==> images/m1.png <==
Cells faint in the background.
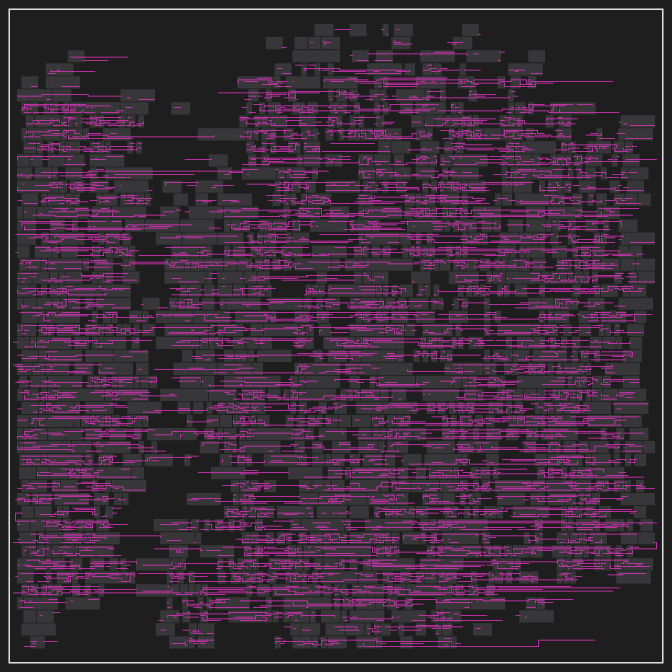
==> images/m2.png <==
Scale bar: 50 um.
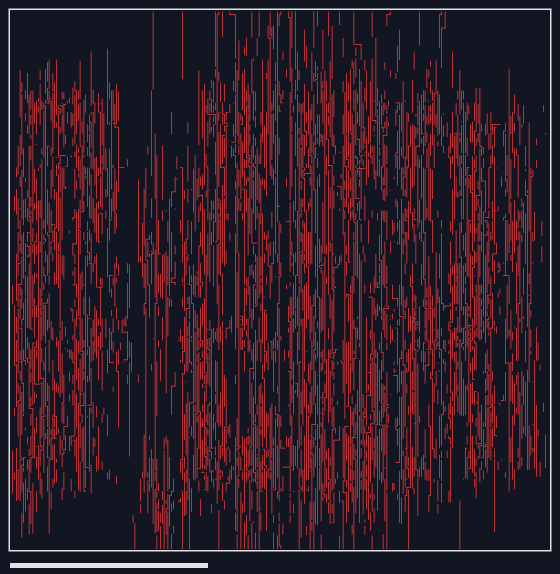
==> images/m3.png <==
Scale bar: 50 um.
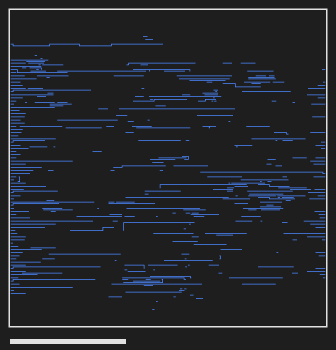
`src/rtl/fetch_unit.sv`:
```
// Instruction fetch stage: issues one word request at a time to instruction memory,
// buffers a returned instruction while Decode stalls, and drains stale requests after a redirect.
module fetch_unit #(
   parameter logic [31:0] RESET_PC = 32'h0000_0000
) (
   input  logic        CLK,
   input  logic        Reset,
   input  logic        StallD,
   input  logic        PCSrcD,
   input  logic [31:0] PCBranchD,
   output logic        IMemReq,
   output logic [31:0] IMemAddr,
   input  logic [31:0] IMemRdata,
   input  logic        IMemValid,
   output logic [31:0] InstructF,
   output logic [31:0] PCPlus4F,
   output logic        FetchValid
);

   typedef enum logic [1:0] {
      REQ   = 2'd0,
      FULL  = 2'd1,
      DRAIN = 2'd2
   } state_t;

   state_t      state_q, state_d;
   logic [31:0] pc_q, pc_d;
   logic [31:0] reqAddr_q, reqAddr_d;
   logic [31:0] instrBuf_q, instrBuf_d;
   logic        redirect;
   logic [31:0] pcNext;

   assign redirect = !StallD && PCSrcD;
   assign pcNext   = redirect ? PCBranchD : (pc_q + 32'd4);

   always_comb begin
      state_d    = state_q;
      pc_d       = pc_q;
      reqAddr_d  = reqAddr_q;
      instrBuf_d = instrBuf_q;
      case (state_q)
         REQ: begin
            if (IMemValid) begin
               if (StallD) begin
                  instrBuf_d = IMemRdata;
                  state_d    = FULL;
               end else begin
                  pc_d      = pcNext;
                  reqAddr_d = pcNext;
               end
            end else if (redirect) begin
               // The outstanding request cannot be cancelled; wait it out first.
               pc_d    = PCBranchD;
               state_d = DRAIN;
            end
         end
         FULL: begin
            if (!StallD) begin
               pc_d      = pcNext;
               reqAddr_d = pcNext;
               state_d   = REQ;
            end
         end
         DRAIN: begin
            if (redirect) begin
               pc_d = PCBranchD;
            end
            // Using pc_d lets a redirect arriving with the stale data still win.
            if (IMemValid) begin
               reqAddr_d = pc_d;
               state_d   = REQ;
            end
         end
         default: begin
            state_d = REQ;
         end
      endcase
   end

   always_ff @(posedge CLK) begin
      if (Reset) begin
         state_q    <= REQ;
         pc_q       <= RESET_PC;
         reqAddr_q  <= RESET_PC;
         instrBuf_q <= 32'd0;
      end else begin
         state_q    <= state_d;
         pc_q       <= pc_d;
         reqAddr_q  <= reqAddr_d;
         instrBuf_q <= instrBuf_d;
      end
   end

   always_comb begin
      IMemReq    = !Reset && (state_q == REQ || state_q == DRAIN);
      IMemAddr   = reqAddr_q;
      FetchValid = !Reset && ((state_q == REQ && IMemValid) || state_q == FULL);
      InstructF  = 32'd0;
      PCPlus4F   = 32'd0;
      if (FetchValid) begin
         InstructF = (state_q == FULL) ? instrBuf_q : IMemRdata;
         PCPlus4F  = pc_q + 32'd4;
      end
   end

endmodule

```
`config.mk`:
```
export PLATFORM = sky130hd
export DESIGN_NAME = fetch_unit
export DESIGN_NICKNAME = d
export VERILOG_FILES = /design/src/rtl/fetch_unit.sv
export SDC_FILE = /design/constraint.sdc
export NUM_CORES = 1
export LEC_CHECK = 0
export ABC_AREA = 1
export CORE_MARGIN = 1
export CORE_UTILIZATION = 40
export CTS_BUF_LIST = sky130_fd_sc_hd__clkbuf_4
export DETAILED_ROUTE_END_ITERATION = 8
export DONT_BUFFER_PORTS = 1
export REMOVE_ABC_BUFFERS = 1
export SLEW_MARGIN = 20
export SYNTH_ARGS = -nofsm -noshare
export SYNTH_HDL_FRONTEND = slang
export SYNTH_SLANG_ARGS = --single-unit
```
`constraint.sdc`:
```
create_clock -name CLK -period 1.85 [get_ports CLK]
set_input_delay 0.185 -clock CLK [delete_from_list [all_inputs] [get_ports CLK]]
set_output_delay 0.185 -clock CLK [all_outputs]
set_load 0.02 [all_outputs]
```
==> Slide: Implementation Results <==
Flow Results at a Glance

GRT
  • Vias in the first global route: slightly below 9000
  • Layer with the highest usage: met2
  • Tot GR Track Use: between 30% and 40%
  • First-pass GRT wire length: between 40000 and 50000 um
  • GRT Residual Overflow: 0
  • Initial antenna violation count: 2
  • Grt met3 use: under 10%
  • Met2 Use GR: 53.3%

STA
  • Setup violators final: 77
  • Final Hold Vio Count: 0
  • Final min period: approximately 2.4 ns
  • Unrepaired setup endpoints after global routing: true
  • Setup WS post-layout: -0.506 ns

Critical path
  • Critical Path Sink Type: primary output
  • Reg-to-reg endpoint: pc_q[18]
  • Worst path depth: 10
  • Req. time, crit path: between 1.5 and 2 ns
  • Worst r2r src: pc_q[2]
  • Buf+Inv Stages, Crit Path: 3
  • Kind of cell adding the most delay to the critical path: simple AND/OR/NAND/NOR gates
  • CP cell instances: ha_4 -> nand2_4 -> nor2_4 -> nand2_4 -> nor2_4 -> buf_6 -> xor2_2 -> inv_1 -> nor2_1 -> buf_4
  • Crit-path slowest cell: dfxtp_4
  • Peak per-stage delay on the critical path: about 0.41 ns
  • CP Data Arrival Time: approximately 2.2 ns

Hold path
  • Hold Path Stages: 4
  • Worst min path class: in -> reg
  • Hold worst-path end: IMemAddr[12]
  • Hold Path Origin: PCBranchD[12]

Power
  • Combinational Power: between 8000 and 9000 uW
  • Power per Cell Area: about 1200 mW/mm^2
  • Sw frac: between 40 and 50%
  • Power in the clock group: 1220 uW

Synthesis
  • Post-synth top cells: 383 x nand2_1, 139 x a21oi_1, 127 x o21ai_0
  • Dominant comb cell: simple AND/OR/NAND/NOR gates
  • Flops after synth: ~98
  • Syn Std Cell Area: just over 0.007 mm^2
  • Syn Inst Count: ~1200
  • Post-synth EDFFs: 0
  • AND-OR/OR-AND Cells, Area Fraction: 22.1%
  • Simple Share, Synth: 37.5%
  • Mux cell area share: 0%
  • Yosys chip area: 0.00720 mm^2
  • Cell Type Count: 37
  • Most frequent cell after synthesis: nand2_1
  • FFs w/ async S/R, synth: 0%

Clock network
  • Sink Count: about 98
  • Clk pin slew, worst setup/hold paths: approximately 0.19 ns
  • Clock Tree Root: clkbuf_4
  • Clock Tree Buf Depth: 2
  • CTS Buf Count: 9

Run status
  • Failing checks: negative setup slack
  • Outcome: finished with violations

Place
  • Placement-stage cell area: 0.00839 mm^2
  • Place WS: -0.0469 ns
  • DPL Wire Length: about 17000 um
  • Inst Count DP: around 1500
  • Count of input and output buffers: 0

Finish
  • Layout cells sized above 1: between 30% and 40%
  • Design Area, Final: 0.0112 mm^2
  • Filler cells: 1521
  • NumNets Final: ~1500
  • Dominant logic cell type in the layout: nand2_1
  • Non-Filler Instances: 1659
  • Finished Core Util: between 60% and 70%
  • Commonest non-fill, non-tap cells in the layout: 351 x nand2_1, 115 x buf_4, 107 x o21ai_0

Die
  • Die Span X: ~140 um
  • Die Area: ~0.019 mm^2
  • FP Util: ~41%
  • Die Ht: between 100 and 150 um

Drt
  • Met2 WL: approximately 15000 um
  • Post-Route WL: 30000 um
  • Via density: roughly 5.7
  • DR vias: approximately 9400
  • Metal3 WL: ~2800 um
  • Final ANT Viol Nets: 0
  • Wire per inst: around 18 um
About m1.png:
longest straight run = 46.5 um
share of all routed wire = 39%
main direction = horizontal
wire length on this layer = 11700 um

About m2.png:
wire length on this layer = 14600 um
main direction = vertical
nets with wire on the layer = 1240

About m3.png:
share of all routed wire = 9.4%
longest straight run = 52.7 um
wire length on this layer = 2830 um

## repair_timing
action                     in CTS  in global routing
hold buffers                   58                  0
setup endpoints to repair     104                122
pin swaps                      41                 66
resized                       187                184
setup buffers                  33                 22
gates cloned                    8                  3
hold endpoints to repair       88                  0
## layout make-up
cell class,instances,area [um^2],share of cell area (%)
inverters,91,359,3.22
repair buffers,263,2830,25.4
clock buffers,9,67.6,0.606
clock inverters,7,60.1,0.538
flip-flops and latches,98,2000,17.9
diodes,2,5.00,0.0449
multi-input cells,964,5550,49.7
well taps,225,282,2.52
## sequential cells by signal, indices dropped and copies added (netlist names)
| signal | flops |
|---|---|
| instrBuf_q | 32 |
| IMemAddr | 32 |
| pc_q | 32 |
| state_q | 2 |
No activity file was given, so power comes from the tool's default toggle rates.
